--- src/rtl/irq_arbiter.sv ---
// Platform-level external interrupt arbiter: per-source gateways, priority/threshold selection,
// claim/complete handshake and a registered meip_out toward mcsr.mip.meip.
module irq_arbiter #(
    parameter int NUM_SRC = 8,
    parameter int PRI_W   = 3,
    parameter int ID_W    = $clog2(NUM_SRC + 1)
) (
    input  logic               clk_in,
    input  logic               reset_in,
    input  logic [NUM_SRC-1:0] src_irq,
    input  logic               cfg_we,
    input  logic [ID_W:0]      cfg_addr,
    input  logic [NUM_SRC-1:0] cfg_wdata,
    input  logic               claim_req,
    output logic [ID_W-1:0]    claim_id,
    input  logic               complete_req,
    input  logic [ID_W-1:0]    complete_id,
    output logic               meip_out,
    output logic [NUM_SRC-1:0] pending_out
);

    localparam int AW = ID_W + 1;

    typedef enum logic [1:0] {
        GW_IDLE     = 2'd0,
        GW_PENDING  = 2'd1,
        GW_INFLIGHT = 2'd2
    } gw_state_e;

    gw_state_e          gw_q   [NUM_SRC];
    gw_state_e          gw_d   [NUM_SRC];
    logic [PRI_W-1:0]   prio_q [NUM_SRC];
    logic [PRI_W-1:0]   prio_d [NUM_SRC];
    logic [NUM_SRC-1:0] enable_q, enable_d;
    logic [PRI_W-1:0]   thr_q, thr_d;
    logic [ID_W-1:0]    best_id_q, best_id_d;
    logic               meip_q, meip_d;

    logic [NUM_SRC-1:0] eligible;
    logic [PRI_W-1:0]   best_pri;

    // Strict '>' on the running best keeps the lowest ID on priority ties.
    always_comb begin
        // NOTE: every variable gets a default before any conditional update, so no latch is inferred.
        eligible  = '0;
        best_pri  = '0;
        best_id_d = '0;
        for (int i = 0; i < NUM_SRC; i++) begin
            eligible[i] = (gw_q[i] == GW_PENDING) && enable_q[i] && (prio_q[i] > thr_q);
            if (eligible[i] && (prio_q[i] > best_pri)) begin
                best_pri  = prio_q[i];
                best_id_d = ID_W'(i + 1);
            end
        end
        meip_d = (best_id_d != '0);
    end

    // Claims grant the registered winner, so a source that pends this cycle competes only from the next one.
    always_comb begin
        claim_id    = claim_req ? best_id_q : '0;
        pending_out = '0;
        for (int i = 0; i < NUM_SRC; i++) begin
            gw_d[i]        = gw_q[i];
            pending_out[i] = (gw_q[i] == GW_PENDING);
            case (gw_q[i])
                GW_IDLE:     if (src_irq[i]) gw_d[i] = GW_PENDING;
                GW_PENDING:  if (claim_req && (best_id_q == ID_W'(i + 1))) gw_d[i] = GW_INFLIGHT;
                GW_INFLIGHT: if (complete_req && (complete_id == ID_W'(i + 1))) gw_d[i] = GW_IDLE;
                default:     gw_d[i] = GW_IDLE;
            endcase
        end
    end

    // Config changes only move eligibility; gateway states are left untouched.
    always_comb begin
        enable_d = enable_q;
        thr_d    = thr_q;
        for (int i = 0; i < NUM_SRC; i++) begin
            prio_d[i] = prio_q[i];
            if (cfg_we && (cfg_addr == AW'(i))) prio_d[i] = cfg_wdata[PRI_W-1:0];
        end
        if (cfg_we && (cfg_addr == AW'(NUM_SRC)))     enable_d = cfg_wdata;
        if (cfg_we && (cfg_addr == AW'(NUM_SRC + 1))) thr_d    = cfg_wdata[PRI_W-1:0];
    end

    // NOTE: the priority table is reset like any other flop because priority 0 must mean "silent" from power-up.
    always_ff @(posedge clk_in or negedge reset_in) begin
        if (!reset_in) begin
            for (int i = 0; i < NUM_SRC; i++) begin
                gw_q[i]   <= GW_IDLE;
                prio_q[i] <= '0;
            end
            enable_q  <= '0;
            thr_q     <= '0;
            best_id_q <= '0;
            meip_q    <= 1'b0;
        end else begin
            // NOTE: non-blocking assignments so every flop samples the pre-edge values.
            for (int i = 0; i < NUM_SRC; i++) begin
                gw_q[i]   <= gw_d[i];
                prio_q[i] <= prio_d[i];
            end
            enable_q  <= enable_d;
            thr_q     <= thr_d;
            best_id_q <= best_id_d;
            meip_q    <= meip_d;
        end
    end

    assign meip_out = meip_q;

endmodule

--- config.mk ---
export PLATFORM = sky130hd
export DESIGN_NAME = irq_arbiter
export DESIGN_NICKNAME = d
export VERILOG_FILES = /design/src/rtl/irq_arbiter.sv
export SDC_FILE = /design/constraint.sdc
export NUM_CORES = 1
export LEC_CHECK = 0
export CAP_MARGIN = 20
export CELL_PAD_IN_SITES_DETAIL_PLACEMENT = 1
export CELL_PAD_IN_SITES_GLOBAL_PLACEMENT = 1
export CORE_MARGIN = 5
export CORE_UTILIZATION = 45
export DETAILED_ROUTE_END_ITERATION = 12
export GPL_TIMING_DRIVEN = 0
export PLACE_DENSITY_LB_ADDON = 0.1
export RECOVER_POWER = 50
export REMOVE_ABC_BUFFERS = 1
export SETUP_SLACK_MARGIN = 0.15
export SYNTH_ARGS = -nofsm -noshare
export SYNTH_HDL_FRONTEND = slang
export SYNTH_SLANG_ARGS = --single-unit
--- constraint.sdc ---
create_clock -name clk_in -period 17.3 [get_ports clk_in]
set_clock_uncertainty 0.05 [all_clocks]
set_input_delay 3.46 -clock clk_in [delete_from_list [all_inputs] [get_ports clk_in]]
set_output_delay 3.46 -clock clk_in [all_outputs]
set_load 0.01 [all_outputs]
### Cells coloured by class

Fill, decap, tap and diode cells in grey.
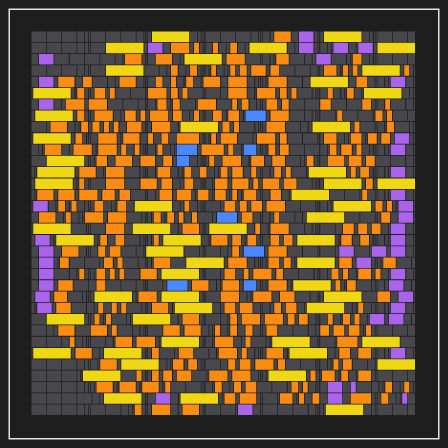
- purple: other buffers and delay cells (cells 43; share of their area 9.7%)
- orange: all other logic (cells 322; share of their area 56%)
- yellow: flip-flops (cells 56; share of their area 33%)
- blue: clock drivers and dummy loads (cells 8; share of their area 2.2%)

### A small window of the routed layout

Scale bar: 20 microns. Window x 1 to 51, y 1 to 51 microns. Cells in grey, sequential cells in the stronger grey; small squares are vias.
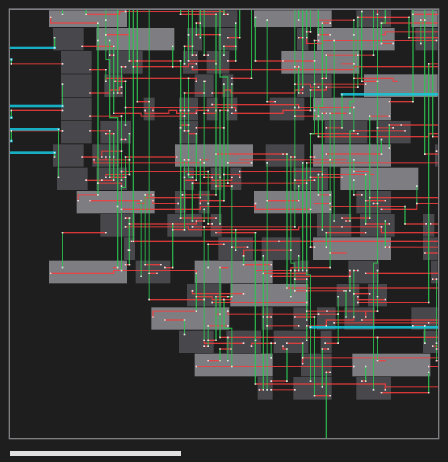
- green: met2
- cyan: met3
- red: met1
- most frequent: dfrtp_1 (19), mux2_2 (18), nand2_1 (10)
- sequential cells in the window: 19
- cells with their middle in the window: 87
- netlist names of flops here include: `prio_q` (13), `enable_q` (3), `thr_q` (3)

==> out/metrics.yaml <==
status:
  status: "finished with violations"
  violations: "capacitance limit, slew limit"
routing:
  drt_first_pass_iters: 4
  drt_iter0_drc: 54
  postRouteAntennaNets: 0
  via_per_inst: 5.82
  detail_route.wirelength_microns: 9910
  post_drt_wl_per_cell_microns: 18.5
  met2_wirelength_microns: 5040
  vias: 3126
  highest_layer: "met4"
  wl_met3_microns: 398
clock_tree:
  cts_buffers: 5
  cts_hold_buffers: 0
  clkSinkCount: 56
  clkLatencyLatePin_ns: 0.32
  root_buffer: "clkbuf_8"
  cts_tree: "done"
  cts_resized: 0
grt:
  grt_pass1_wl_microns: 16100
  grt_pass1_vias: 3231
timing:
  period_needed_ns: 11.72
  period_used_pct: 67.7
  worst_pin_slew_ns: 1.68
  slew_headroom_pct: -12.1
  final_max_slew_viol_count: 31
  max_freq_ghz: 0.0853
  finalSetupViolCount: 0
  report.final.hold_viol_count: 0
layout:
  clockNetworkAreaShare_pct: 2.14
  fillCellCount: 988
  logic_area_sq_um: 2300
  postLayoutCellArea_sq_um: 4450
  regArea_sq_um: 1400
  layout_top_cells: "dfrtp_1, ha_1, clkdlybuf4s50_1, mux2_2, nand2_1"
  syn_to_final_growth_pct: 14.3
  logic_gates: 297
  final_common_cell: "dfrtp_1"
floorplanning:
  num_rows: 34
  initial_core_util_pct: 45.5
  chipWidth_microns: 103
  dieArea_sq_um: 10600
  dieHeight_microns: 103
  nWellTaps: 108
setup_path:
  worst-r2r-cell-count: 47
  slowest_delay_ns: 0.83
  cp_top_family: "AND-OR/OR-AND gates"
  regToRegEndpoint: "best_id_q[0]$_DFF_PN0_"
  crit_type: "flip-flop to flip-flop"
  cp-endpoint: "best_id_q[0]$_DFF_PN0_"
  cp_slowest_cell: "nor3_1"
  start_kind: "flip-flop"
  crit_cells: 47
  regToRegStartpoint: "thr_q[2]$_DFFE_PN0P_"
  crit_buf_inv: 2
  cp.required_ns: 17.51
placed_design:
  port_buffers: 42
  dp_hpwl_microns: 7810
worst_hold_path:
  hold_depth: 1
job:
  warnings: 25
  max_cap_viol_count: 2
power_and_ir_drop:
  power_switching_uw: 206
  seqPwrFrac_pct: 36.4
  p_int_uw: 311
  vdd_drop_max_mv: 0.0524
  p_total_uw: 517
  p_comb_share_pct: 48.4
synthesis:
  ys_seq_share_pct: 36.0
  ys_seq_elements: 56
  ys_chip_area_sq_um: 3890
==> synth_stat cells, types with 7 or more instances <==
master	instances	area share [%]
a21oi_1	14	1.8
nor2_1	16	1.5
ha_1	41	13
mux2_2	36	10
o21ai_0	23	3.0
inv_1	25	2.4
buf_4	8	1.5
and2_1	7	1.1
nand3_1	17	2.2
nor2b_1	11	1.8
nand3b_1	7	1.4
dfrtp_1	56	36
nand2_1	34	3.3
==> stage by stage <==
stage	worst slack [ns]	util, %	instances
floorplan	7.49	-	378
global placement	5.84	50.9	528
detailed placement	5.66	51.1	529
CTS	5.58	52.2	537
global route	4.71	52.0	537
finish	5.58	52.0	537
==> metal layers <==
| metal | vias up | track usage, % |
|---|---|---|
| li1 | 1506 | - |
| met1 | 1562 | 24.7 |
| met2 | 51 | 36.1 |
| met3 | 7 | 2.91 |
| met4 | 0 | 3.78 |
| met5 | - | 0 |
==> worst reg2reg max path, delay by kind of cell, from the launching register on <==
family	cells	cell delay, ns
mux	4	1.51
flops	1	0.39
buf+inv	2	0.48
fa+ha+maj	8	2.34
simple gates	13	2.79
compound gates	20	4.07
==> sequential cells by signal (all words and copies together), names as in the netlist <==
name and flops:
best_id_q 4, enable_q 8, gw_q 16, meip_out 1, prio_q 24, thr_q 3
==> cells by family after synthesis <==
kind of cell | count (synthesis) | share of synthesized area (%)
adder cells (fa/ha/maj) | 42 | 13.5
flip-flops | 56 | 36.0
multiplexers | 38 | 11.1
AND/OR/NAND/NOR | 133 | 19.9
buffers and inverters | 39 | 4.79
AND-OR/OR-AND | 84 | 14.8
==> power by group through the flow <==
stage | logic (uW) | registers, uW | clock network (uW)
global route | 280 | 192 | 87.2
detailed placement | 251 | 191 | 0
floorplan | 177 | 181 | 0
global placement | 240 | 189 | 0
CTS | 253 | 188 | 82.0
finish | 251 | 188 | 78.5
Power is estimated from default activity; no workload was simulated.
